<file path="src/rtl/lsu_mem_initiator_if.sv">
// Bus bundle for the load/store initiator: core request/response plus the
// word-organised data-memory beat channel.
// master = the initiator itself, slave = its environment (core + memory).
interface lsu_mem_initiator_if #(
    parameter int DM_ADDRESS = 9,
    parameter int DATA_W     = 32
);
    // core side
    logic                  req_valid;
    logic                  req_ready;
    logic                  req_we;
    logic [2:0]            req_funct3;
    logic [DM_ADDRESS-1:0] req_addr;
    logic [DATA_W-1:0]     req_wdata;
    logic                  resp_valid;
    logic [DATA_W-1:0]     resp_rdata;
    // memory side
    logic                  mem_req;
    logic                  mem_we;
    logic [DM_ADDRESS-1:0] mem_addr;
    logic [3:0]            mem_be;
    logic [DATA_W-1:0]     mem_wdata;
    logic                  mem_ready;
    logic [DATA_W-1:0]     mem_rdata;

    modport master (
        input  req_valid, req_we, req_funct3, req_addr, req_wdata,
        input  mem_ready, mem_rdata,
        output req_ready, resp_valid, resp_rdata,
        output mem_req, mem_we, mem_addr, mem_be, mem_wdata
    );

    modport slave (
        output req_valid, req_we, req_funct3, req_addr, req_wdata,
        output mem_ready, mem_rdata,
        input  req_ready, resp_valid, resp_rdata,
        input  mem_req, mem_we, mem_addr, mem_be, mem_wdata
    );
endinterface

</file>
<file path="src/rtl/lsu_mem_initiator.sv">
// Load/store initiator: turns one byte-addressed core access into one or two
// word beats on a little-endian 32-bit data memory, then merges and extends
// the read data into a single core response.
module lsu_mem_initiator #(
    parameter int DM_ADDRESS = 9,
    parameter int DATA_W     = 32
) (
    input  logic               clk,
    input  logic               reset,
    lsu_mem_initiator_if.master bus
);
    localparam logic [2:0] S_IDLE  = 3'd0;
    localparam logic [2:0] S_REQ0  = 3'd1;
    localparam logic [2:0] S_WAIT0 = 3'd2;
    localparam logic [2:0] S_REQ1  = 3'd3;
    localparam logic [2:0] S_WAIT1 = 3'd4;
    localparam logic [2:0] S_RESP  = 3'd5;

    localparam int WA = DM_ADDRESS - 2;  // word-address width

    logic [2:0]        r_state;
    logic [2:0]        w_state_nxt;

    // captured request
    logic              r_we;
    logic [WA-1:0]     r_waddr;
    logic [1:0]        r_off;
    logic [3:0]        r_lanes;   // size as a lane mask: 0001 / 0011 / 1111
    logic              r_sext;
    logic              r_split;
    logic [7:0]        r_be;      // [3:0] beat 0, [7:4] beat 1
    logic [63:0]       r_wd;      // [31:0] beat 0, [63:32] beat 1
    logic [DATA_W-1:0] r_rd0;
    logic [DATA_W-1:0] r_rd1;

    // request decode
    logic              w_f3_legal;
    logic [1:0]        w_off;
    logic [3:0]        w_lanes;
    logic              w_sext;
    logic [7:0]        w_bemask;
    logic [31:0]       w_wmask;
    logic [63:0]       w_wshift;

    // Decode funct3 into size/extension; unknown encodings become an
    // aligned word so they can never split.
    always_comb begin
        w_f3_legal = 1'b0;
        w_lanes    = 4'b1111;
        case (bus.req_funct3)
            3'b000, 3'b100: begin w_lanes = 4'b0001; w_f3_legal = 1'b1; end
            3'b001, 3'b101: begin w_lanes = 4'b0011; w_f3_legal = 1'b1; end
            3'b010:         begin w_lanes = 4'b1111; w_f3_legal = 1'b1; end
            default:        begin w_lanes = 4'b1111; w_f3_legal = 1'b0; end
        endcase
        w_off  = w_f3_legal ? bus.req_addr[1:0] : 2'b00;
        w_sext = (bus.req_funct3 == 3'b000) || (bus.req_funct3 == 3'b001);
        // Lane enables across both beats; anything landing in [7:4] means split.
        w_bemask = {4'b0000, w_lanes} << w_off;
        w_wmask  = {{8{w_lanes[3]}}, {8{w_lanes[2]}}, {8{w_lanes[1]}}, {8{w_lanes[0]}}};
        // Store data truncated to size and slid into lane position.
        w_wshift = {32'h0, bus.req_wdata & w_wmask} << {w_off, 3'b000};
    end

    // Next-state logic of the beat sequencer.
    always_comb begin
        w_state_nxt = r_state;
        case (r_state)
            S_IDLE:  if (bus.req_valid) w_state_nxt = S_REQ0;
            S_REQ0:  if (bus.mem_ready)
                         w_state_nxt = !r_we   ? S_WAIT0 :
                                       r_split ? S_REQ1  : S_RESP;
            S_WAIT0: w_state_nxt = r_split ? S_REQ1 : S_RESP;
            S_REQ1:  if (bus.mem_ready)
                         w_state_nxt = r_we ? S_RESP : S_WAIT1;
            S_WAIT1: w_state_nxt = S_RESP;
            S_RESP:  w_state_nxt = S_IDLE;
            default: w_state_nxt = S_IDLE;
        endcase
    end

    // State register.
    always_ff @(posedge clk) begin
        if (reset) r_state <= S_IDLE;
        else       r_state <= w_state_nxt;
    end

    // Capture the request on acceptance and read beats in the WAIT states.
    always_ff @(posedge clk) begin
        if (reset) begin
            r_we    <= 1'b0;
            r_waddr <= '0;
            r_off   <= 2'b00;
            r_lanes <= 4'b0000;
            r_sext  <= 1'b0;
            r_split <= 1'b0;
            r_be    <= 8'h00;
            r_wd    <= 64'h0;
            r_rd0   <= '0;
            r_rd1   <= '0;
        end else begin
            if (r_state == S_IDLE && bus.req_valid) begin
                r_we    <= bus.req_we;
                r_waddr <= bus.req_addr[DM_ADDRESS-1:2];
                r_off   <= w_off;
                r_lanes <= w_lanes;
                r_sext  <= w_sext;
                r_split <= |w_bemask[7:4];
                r_be    <= w_bemask;
                r_wd    <= w_wshift;
                r_rd0   <= '0;
                r_rd1   <= '0;
            end
            if (r_state == S_WAIT0) r_rd0 <= bus.mem_rdata;
            if (r_state == S_WAIT1) r_rd1 <= bus.mem_rdata;
        end
    end

    // Load merge: beat-0 bytes from the offset upward, then beat-1 bytes.
    logic [63:0]       w_cat;
    logic [31:0]       w_asm;
    logic [DATA_W-1:0] w_ext;
    logic              w_in_req;
    logic              w_beat1;
    logic [WA-1:0]     w_waddr_cur;

    // Assemble, truncate and extend the load result.
    always_comb begin
        w_cat = {r_rd1, r_rd0};
        w_asm = w_cat[{r_off, 3'b000} +: 32];
        case (r_lanes)
            4'b0001: w_ext = {{24{r_sext & w_asm[7]}},  w_asm[7:0]};
            4'b0011: w_ext = {{16{r_sext & w_asm[15]}}, w_asm[15:0]};
            default: w_ext = w_asm;
        endcase
    end

    assign w_in_req    = (r_state == S_REQ0) || (r_state == S_REQ1);
    assign w_beat1     = (r_state == S_REQ1);
    // Beat 1 targets the next word; the top word wraps to 0 naturally.
    assign w_waddr_cur = w_beat1 ? r_waddr + {{(WA-1){1'b0}}, 1'b1} : r_waddr;

    assign bus.req_ready  = (r_state == S_IDLE);
    assign bus.resp_valid = (r_state == S_RESP);
    assign bus.resp_rdata = (r_state == S_RESP && !r_we) ? w_ext : '0;

    assign bus.mem_req    = w_in_req;
    assign bus.mem_we     = w_in_req & r_we;
    assign bus.mem_addr   = w_in_req ? {w_waddr_cur, 2'b00} : '0;
    assign bus.mem_be     = (w_in_req && r_we) ? (w_beat1 ? r_be[7:4] : r_be[3:0]) : 4'b0000;
    assign bus.mem_wdata  = (w_in_req && r_we) ? (w_beat1 ? r_wd[63:32] : r_wd[31:0]) : '0;
endmodule

</file>
<file path="src/flat_wrapper.sv">
// flat-port wrapper written by rule: the top's interface ports become plain ports
module lsu_mem_initiator_flat 
#(
    parameter int DM_ADDRESS = 9,
    parameter int DATA_W     = 32
)
  (clk, reset, bus_req_valid, bus_req_we, bus_req_funct3, bus_req_addr, bus_req_wdata, bus_mem_ready, bus_mem_rdata, bus_req_ready, bus_resp_valid, bus_resp_rdata, bus_mem_req, bus_mem_we, bus_mem_addr, bus_mem_be, bus_mem_wdata);
  lsu_mem_initiator_if #(.DM_ADDRESS(DM_ADDRESS), .DATA_W(DATA_W)) bus_i ();
  input  logic clk;
  input  logic reset;
  input wire logic [$bits(bus_i.req_valid)-1:0] bus_req_valid;
  input wire logic [$bits(bus_i.req_we)-1:0] bus_req_we;
  input wire logic [$bits(bus_i.req_funct3)-1:0] bus_req_funct3;
  input wire logic [$bits(bus_i.req_addr)-1:0] bus_req_addr;
  input wire logic [$bits(bus_i.req_wdata)-1:0] bus_req_wdata;
  input wire logic [$bits(bus_i.mem_ready)-1:0] bus_mem_ready;
  input wire logic [$bits(bus_i.mem_rdata)-1:0] bus_mem_rdata;
  output wire logic [$bits(bus_i.req_ready)-1:0] bus_req_ready;
  output wire logic [$bits(bus_i.resp_valid)-1:0] bus_resp_valid;
  output wire logic [$bits(bus_i.resp_rdata)-1:0] bus_resp_rdata;
  output wire logic [$bits(bus_i.mem_req)-1:0] bus_mem_req;
  output wire logic [$bits(bus_i.mem_we)-1:0] bus_mem_we;
  output wire logic [$bits(bus_i.mem_addr)-1:0] bus_mem_addr;
  output wire logic [$bits(bus_i.mem_be)-1:0] bus_mem_be;
  output wire logic [$bits(bus_i.mem_wdata)-1:0] bus_mem_wdata;
  assign bus_i.req_valid = bus_req_valid;
  assign bus_i.req_we = bus_req_we;
  assign bus_i.req_funct3 = bus_req_funct3;
  assign bus_i.req_addr = bus_req_addr;
  assign bus_i.req_wdata = bus_req_wdata;
  assign bus_i.mem_ready = bus_mem_ready;
  assign bus_i.mem_rdata = bus_mem_rdata;
  assign bus_req_ready = bus_i.req_ready;
  assign bus_resp_valid = bus_i.resp_valid;
  assign bus_resp_rdata = bus_i.resp_rdata;
  assign bus_mem_req = bus_i.mem_req;
  assign bus_mem_we = bus_i.mem_we;
  assign bus_mem_addr = bus_i.mem_addr;
  assign bus_mem_be = bus_i.mem_be;
  assign bus_mem_wdata = bus_i.mem_wdata;
  lsu_mem_initiator #(.DM_ADDRESS(DM_ADDRESS), .DATA_W(DATA_W)) u_core (.clk(clk), .reset(reset), .bus(bus_i));
endmodule
</file>
<file path="config.mk">
export PLATFORM = sky130hd
export DESIGN_NAME = lsu_mem_initiator_flat
export DESIGN_NICKNAME = d
export VERILOG_FILES = /design/src/rtl/lsu_mem_initiator_if.sv /design/src/rtl/lsu_mem_initiator.sv /design/src/flat_wrapper.sv
export SDC_FILE = /design/constraint.sdc
export NUM_CORES = 1
export LEC_CHECK = 0
export CORE_UTILIZATION = 38
export CTS_CLUSTER_DIAMETER = 200
export CTS_CLUSTER_SIZE = 8
export DETAILED_ROUTE_END_ITERATION = 6
export DONT_BUFFER_PORTS = 1
export PLACE_DENSITY = 0.48
export SLEW_MARGIN = 20
export SYNTH_ARGS = -nofsm -noshare
export SYNTH_HDL_FRONTEND = slang
export SYNTH_SLANG_ARGS = --single-unit
</file>
<file path="constraint.sdc">
create_clock -name clk -period 3.8 [get_ports clk]
set_clock_uncertainty 0.2 [all_clocks]
set_input_delay 1.14 -clock clk [delete_from_list [all_inputs] [get_ports clk]]
set_output_delay 1.14 -clock clk [all_outputs]
set_load 0.005 [all_outputs]
</file>
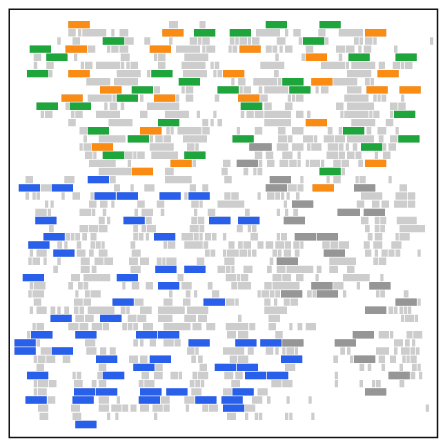
Figure 1: register map, names as in the netlist.
Drawn at 3 px/um.
color	signal	flops
green	`u_core.r_rd0`	32
blue	`u_core.r_wd`	56
orange	`u_core.r_rd1`	24
not colored	25
fin util: 0.435
flop share of the area: 0.332
FF/Latch Area: 0.00275 mm^2
power in sequential cells: 1540 uW

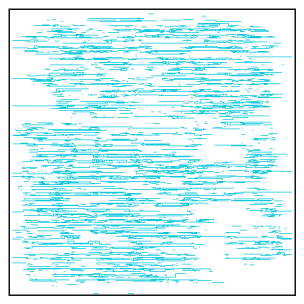
Figure 2: signal wires on met1.
Drawn at 2 px/um.
nets with wire on the layer	832
wire length on this layer	10500 um
longest straight run	55.7 um
Global Route met1 Usage: 0.306
vias: 6414
final WL: 23.6 mm

==> metrics.csv <==
metric;value;unit
CP max stage cell;or4_4;
Slew @ Worst Pin;0.790;ns
Hold Path End;u_core.r_wd[25]$_SDFFE_PP0P_;
clock share of power;0.458;
Largest regs;u_core.r_wd: 56 flops, u_core.r_rd0: 32 flops, u_core.r_rd1: 24 flops;
H-tree depth;4;
CP startpoint;u_core.r_off[0]$_SDFFE_PP0P_;
grt peak-use layer;met2;
setup_tns;0;ns
dpl hpwl;16.3;mm
CP Max Fanout;17;
gpl congestion;0.820;
chip height;142;um
final hold slack;0.244;ns
Layout fillers;1934;
inverters;22;
Area leader share;0.367;
Largest register FFs;56;
Pleak;0.00287;uW
FMAX;0.274;GHz
crit share post-route;0.960;
I/O pin total;162;
Yosys top cell by instances;dfxtp_1;
WL met2;10.9;mm
Layout area overhead;10.7;%
Seq/Total Area, Yosys;0.367;
vias in the first global route;6254;
Comb power;436;uW
Total GRT Usage;0.236;
first-pass GRT wire length;36.5;mm
Num CTS Buffers;17;
MUX area fraction;0.151;
initial antenna violation count;0;
final slew viol count;0;
worst hold path type;flip-flop to flip-flop;
Top reg by flops;u_core.r_wd;
Synth logic family;AND-OR/OR-AND gates;
clock root cell;clkbuf_16;
power per cell area;441;mW/mm^2
largest net degree at the start of global routing;101;
Residual DRC;0;
capturing element type of the critical path;primary output;
Critical Path Max Stage Delay;0.64;ns
hold depth;2;
CP Cell Sequence;buf_6 -> mux2i_1 -> a2bb2o_1 -> or4_4 -> o21ai_0;
CLK BUF;19;
startpoint types;flip-flop;
R2R depth;5;
# setup viols final;0;
total congestion overflow;0;
Die W;142;um
Logic area;0.00434;mm^2
RR Startpoint;u_core.r_state[1]$_SDFFE_PP0P_;
adder share;0.00167;
Pwr Total;3650;uW
Post-Synth AOI/OAI Area;0.248;
Mean Syn Cell Area;8.81;um^2
outcome;finished clean;
Buffers excl. clock;24;
Chip Area;0.0202;mm^2
post-route ant nets;0;
CTS clk-pin slew, worst paths;0.06;ns
hold_buf cts;0;
synthesized instance count;848;
dominant cell type by area after synthesis;dfxtp_1;
CTS max path bufs;2;
CP Class;flip-flop to primary output;
Data buffer area share;0.0222;
Num Clock Sinks;137;
flip-flops;137;
Cell Type Count;63;
Rows;50;
most common library cells after synthesis;dfxtp_1, nor2_1, a22oi_1, nand2_1, clkbuf_1;
Area-dominant class;combinational gates;
Top FF cell, synth;dfxtp_1;
Clk. pwr;1670;uW
R2R Setup Slk;0.90;ns
drt first-iter violations;412;
Post-synth ARST share;0;
wire per inst;21.7;um
hold_sp;u_core.r_wd[25]$_SDFFE_PP0P_;
I/O Buffers;0;
Hold Fails Final Rpt;0;
xor/xnor share;0.00469;
Worst setup endpoint;bus_resp_rdata[31];
M3 GR Usage;0.0670;
Syn Std Cell Area;0.00747;mm^2
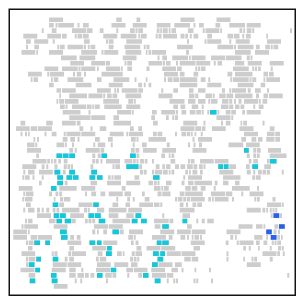
Figure 3: logic cells by family.
Drawn at 2 px/um.
color	family	cells	most used
cyan	AND-OR and OR-AND gates	63	a22o_1
blue	XOR/XNOR gates	4	xor2_1
most used logic cell in the final layout: dfxtp_1
Comb area share: 0.525
fin cells: 1085

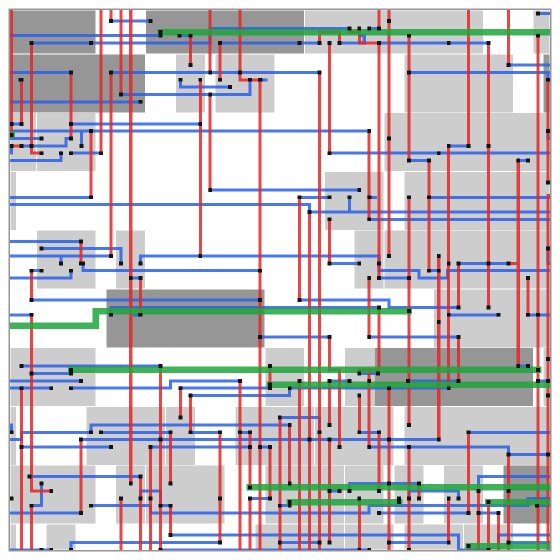
Figure 4: close-up of the layout.
Window x 94 to 119, y 94 to 119 um. Cells in gray, sequential cells in the stronger gray; small squares are vias.
color	layer
green	metal 3
blue	metal 1
red	metal 2
netlist names of flops here include	`u_core.r_rd0` (3), `u_core.r_rd1` (2)
sequential cells in the window	5
most frequent	nor2_1 (6), mux2i_1 (5), dfxtp_1 (5)
cells with their middle in the window	34

Power and IR drop assume default switching activity.
